`src/rtl/div_unit.sv`:
```
// Iterative radix-2 restoring divider for DIV/DIVU in the EX stage.
// Produces {remainder, quotient} in state END; EX stalls on start & ~ready.
module div_unit #(
    parameter int WIDTH = 32
) (
    input  logic               clk,
    input  logic               reset,
    input  logic               signed_div,
    input  logic [WIDTH-1:0]   dividend,
    input  logic [WIDTH-1:0]   divisor,
    input  logic               start,
    input  logic               annul,
    output logic [2*WIDTH-1:0] result,
    output logic               ready
);

    localparam int CW = (WIDTH > 1) ? $clog2(WIDTH) : 1;
    localparam logic [CW-1:0] CNT_LAST = CW'(WIDTH - 1);

    typedef enum logic [1:0] {
        FREE = 2'd0,
        ZERO = 2'd1,
        ON   = 2'd2,
        END  = 2'd3
    } state_t;

    state_t           state, state_nxt;
    logic             load, clear, step;
    logic [WIDTH:0]   rem;
    logic [WIDTH-1:0] quo;
    logic [WIDTH-1:0] dvsr;
    logic             sign_q, sign_r;
    logic [CW-1:0]    counter;

    logic [WIDTH-1:0] a_abs, b_abs;
    logic [WIDTH:0]   rem_sh, trial;
    logic [WIDTH-1:0] q_fix, r_fix;

    assign a_abs = (signed_div && dividend[WIDTH-1]) ? -dividend : dividend;
    assign b_abs = (signed_div && divisor[WIDTH-1])  ? -divisor  : divisor;

    // Shift the next dividend bit into the partial remainder, then try a subtract.
    assign rem_sh = {rem[WIDTH-1:0], quo[WIDTH-1]};
    assign trial  = rem_sh - {1'b0, dvsr};

    always_ff @(posedge clk) begin
        if (reset) state <= FREE;
        else       state <= state_nxt;
    end

    always_comb begin
        state_nxt = state;
        load      = 1'b0;
        clear     = 1'b0;
        step      = 1'b0;
        case (state)
            FREE: begin
                if (start && !annul) begin
                    if (divisor == '0) begin
                        state_nxt = ZERO;
                        clear     = 1'b1;
                    end else begin
                        state_nxt = ON;
                        load      = 1'b1;
                    end
                end
            end
            ZERO: state_nxt = annul ? FREE : END;
            ON: begin
                if (annul) begin
                    state_nxt = FREE;
                end else begin
                    step = 1'b1;
                    if (counter == CNT_LAST) state_nxt = END;
                end
            end
            END: if (annul || !start) state_nxt = FREE;
            default: state_nxt = FREE;
        endcase
    end

    always_ff @(posedge clk) begin
        if (reset || clear) begin
            rem     <= '0;
            quo     <= '0;
            dvsr    <= '0;
            sign_q  <= 1'b0;
            sign_r  <= 1'b0;
            counter <= '0;
        end else if (load) begin
            rem     <= '0;
            quo     <= a_abs;
            dvsr    <= b_abs;
            sign_q  <= signed_div & (dividend[WIDTH-1] ^ divisor[WIDTH-1]);
            sign_r  <= signed_div & dividend[WIDTH-1];
            counter <= '0;
        end else if (step) begin
            rem     <= trial[WIDTH] ? rem_sh : trial;
            quo     <= {quo[WIDTH-2:0], ~trial[WIDTH]};
            counter <= counter + CW'(1);
        end
    end

    // Remainder takes the dividend's sign; the -2^(W-1)/-1 quotient simply wraps.
    assign q_fix = sign_q ? -quo : quo;
    assign r_fix = sign_r ? -rem[WIDTH-1:0] : rem[WIDTH-1:0];

    always_comb begin
        ready  = (state == END);
        result = ready ? {r_fix, q_fix} : '0;
    end

endmodule

```
`config.mk`:
```
export PLATFORM = sky130hd
export DESIGN_NAME = div_unit
export DESIGN_NICKNAME = d
export VERILOG_FILES = /design/src/rtl/div_unit.sv
export SDC_FILE = /design/constraint.sdc
export NUM_CORES = 1
export LEC_CHECK = 0
export CAP_MARGIN = 25
export CELL_PAD_IN_SITES_DETAIL_PLACEMENT = 1
export CELL_PAD_IN_SITES_GLOBAL_PLACEMENT = 2
export CORE_UTILIZATION = 34
export DETAILED_ROUTE_END_ITERATION = 7
export GPL_ROUTABILITY_DRIVEN = 0
export GPL_TIMING_DRIVEN = 0
export PLACE_DENSITY = 0.92
export SKIP_LAST_GASP = 1
export SLEW_MARGIN = 10
export SYNTH_ARGS = -nofsm -noshare
export SYNTH_HDL_FRONTEND = slang
export SYNTH_SLANG_ARGS = --single-unit
```
`constraint.sdc`:
```
create_clock -name clk -period 6.1 [get_ports clk]
set_input_delay 0.915 -clock clk [delete_from_list [all_inputs] [get_ports clk]]
set_output_delay 0.915 -clock clk [all_outputs]
set_load 0.01 [all_outputs]
```
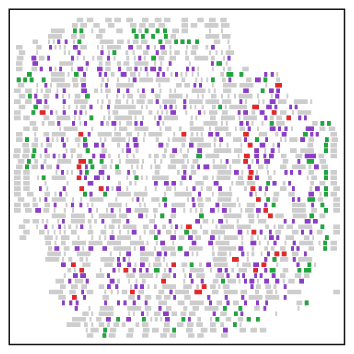
Fig. 1. Gate-type map.
Drawn at 2 px/µm.
color	family	cells
red	AND-OR and OR-AND gates	38
green	AND and OR gates	105
purple	inverting AOI/OAI gates	342

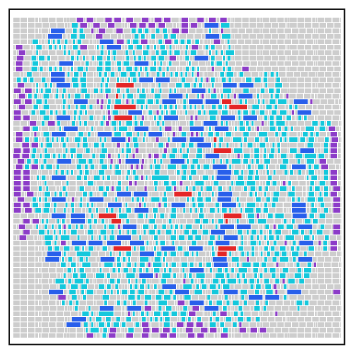
Fig. 2. Cell classes on the final placement.
Drawn at 2 px/µm. Fill, decap, tap and diode cells in gray.
color	class	cells
purple	other buffers and delay cells	211
blue	flip-flops	105
cyan	all other logic	1087
red	clock drivers and dummy loads	16
sequential cell area share: 0.186
Util after Layout: 0.429
Core Box Area: 0.0264 mm²
design area: 0.0113 mm²

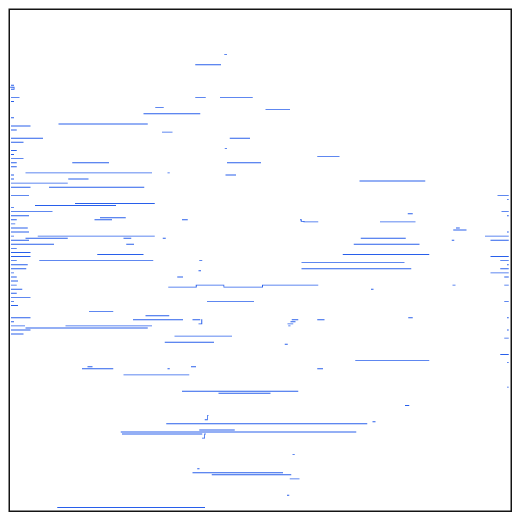
Fig. 3. Met3 routing.
Drawn at 3 px/µm.
share of all routed wire	4.2%
wire length on this layer	1440 µm
longest straight run	78.2 µm
met3 Use GR: 0.0200
drt total wl: 34.1 mm
routed vias: 9721

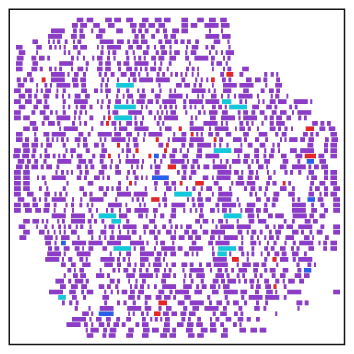
Fig. 4. Sizing map.
Drawn at 2 px/µm.
color	size	cells
red	drive 2	28
purple	drive 1 or less	1370
blue	drive 3 to 4	7
cyan	drive 6 and up	14
area added between synthesis and finish: 22.3%
final worst-path setup slack: 1070 ps
Buffers excl. clock: 211

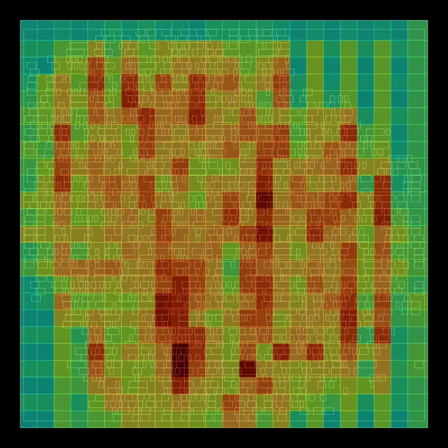
Fig. 5. Track usage over the die.
GRT Max-Usage Layer: met2
met2 Use GR: 0.408
Tot GR Track Use: 0.246
wire per inst: 19.4 µm
met1 GRT Util: 0.336

==> impl_metrics.py <==
# Auto-generated metrics
metrics = {
    "cts": {
        "ctsResizeCount": 0,
        "cts_tree": "built",
        "postCtsSetupBuffers": 0,
        "root_buffer": "clkbuf_16",
        "clockBufferDepth": 2,
        "clock_latency_ps": 360,
        "cts_hold_buffers": 0,
        "path_clk_slew_ps": 80,
    },
    "hold_path": {
        "whs_path_depth": 2,
        "hp-class": "reg -> reg",
    },
    "placed_design": {
        "place_ws_ps": 1420,
        "port_buffers": 133,
        "dpl.hpwl_mm": 26.8,
        "place_area_mm2": 0.0110,
    },
    "timing": {
        "finalHoldViolations": 0,
        "period_needed_ps": 5030,
        "fmax_mhz": 199,
        "fin_hold_ws_ps": 474,
        "period_used_share": 0.824,
        "timing.slew.headroom": 0.282,
        "rsz0062_at_grt": "false",
        "setup_viol": 0,
        "slew_viol_final": 0,
        "finClkSkew_ps": 13.2,
        "worst_pin_slew_ps": 1080,
    },
    "finish": {
        "layout-drive-gt1-share": 0.0345,
        "dominant-cell-class": "combinational gates",
        "final-nonclk-buf-share": 0.147,
        "logic_area_mm2": 0.00663,
        "mostFrequentLayoutCell": "a21oi_1",
        "inverters_excl_clock": 49,
        "nFlopsAndLatches": 105,
        "nets": 1525,
        "clkCellAreaFrac": 0.0273,
        "logic_gates": 1038,
        "top_regs": "dvsr x32, quo x32, rem x32",
        "stdcell_count": 1755,
        "mostFrequentLayoutCells": "a21oi_1 (150), nand2_1 (142), clkdlybuf4s50_1 (133)",
        "final.fill_count": 3309,
        "clkbuf_count": 14,
    },
    "synth": {
        "synth_cell_types": 65,
        "synth.area.mux_share": 0.0293,
        "area_leaders": "dfxtp_1 (23%), xnor2_1 (9.5%), a21oi_1 (8.1%), nand2_1 (5.8%), ha_1 (5.6%)",
        "yosysTopAreaCell": "dfxtp_1",
        "edf_count": 0,
        "netlist_area_mm2": 0.00924,
        "synthCells": 1270,
        "yosys-stat-area_mm2": 0.00924,
        "logic_family": "AND-OR/OR-AND gates",
        "yosysWarningCount": 0,
        "synth.avg_cell_area_um2": 7.27,
        "fa_ha_area_frac": 0.0577,
        "ff_type": "dfxtp_1",
        "yosys.area_share.simple": 0.238,
        "ys_seq_share": 0.228,
        "synth_async_sr_flop_share": 0,
        "synth-seq-cells": 105,
        "ys_cells": 1270,
    },
    "die": {
        "fp_util": 0.351,
        "core.rowCount": 59,
        "io_pins": 134,
        "taps": 335,
        "die_height_um": 167,
        "dieArea_mm2": 0.0278,
        "die_x_um": 167,
    },
    "power": {
        "seqPwrFrac": 0.210,
        "ir_drop_v": 0.000154,
        "switchingPower_mw": 2.21,
        "power.group.top": "combinational logic",
        "comb_power_share": 0.650,
        "p_seq_mw": 0.956,
        "p_int_mw": 2.33,
        "clk-power_mw": 0.634,
    },
    "critical_path": {
        "worst_r2r_startpoint": "quo[31]",
        "critical_path.top_delay_family": "simple AND/OR/NAND/NOR gates",
        "start_kind": "flop",
        "cp-startpoint": "rem[2]",
        "slowest_stage": "clkdlybuf4s50_1",
        "critPathRequiredTime_ps": 5180,
        "slowest_delay_ps": 540,
        "cp-endpoint": "result[63]",
        "crit_chain": "buf_6, nor4_4, nand3_2, or3_1, or3_4, or3_4, or4_4, o31ai_2, xnor2_1, and2_1, clkdlybuf4s50_1",
        "path_max_fanout": 7,
        "critPathCaptureType": "primary output",
        "cp_common_cell": "or3_4",
        "crit_arrival_ps": 4110,
    },
    "outcome": {
        "status": "finished clean",
    },
    "routing": {
        "highest_layer": "met4",
        "vias_per_cell": 5.54,
        "wl_met2_mm": 16.0,
        "ant_nets": 0,
        "wl_met1_mm": 16.0,
        "drc": 0,
    },
    "global_routing": {
        "antenna_found_initial": 1,
        "overflow": 0,
        "grt_max_degree": 16,
        "grt_pass1_vias": 9638,
        "grt_pass1_wl_mm": 53.7,
    },
    "flow_run": {
        "warning_count": 28,
    },
}
Power and IR drop assume default switching activity.
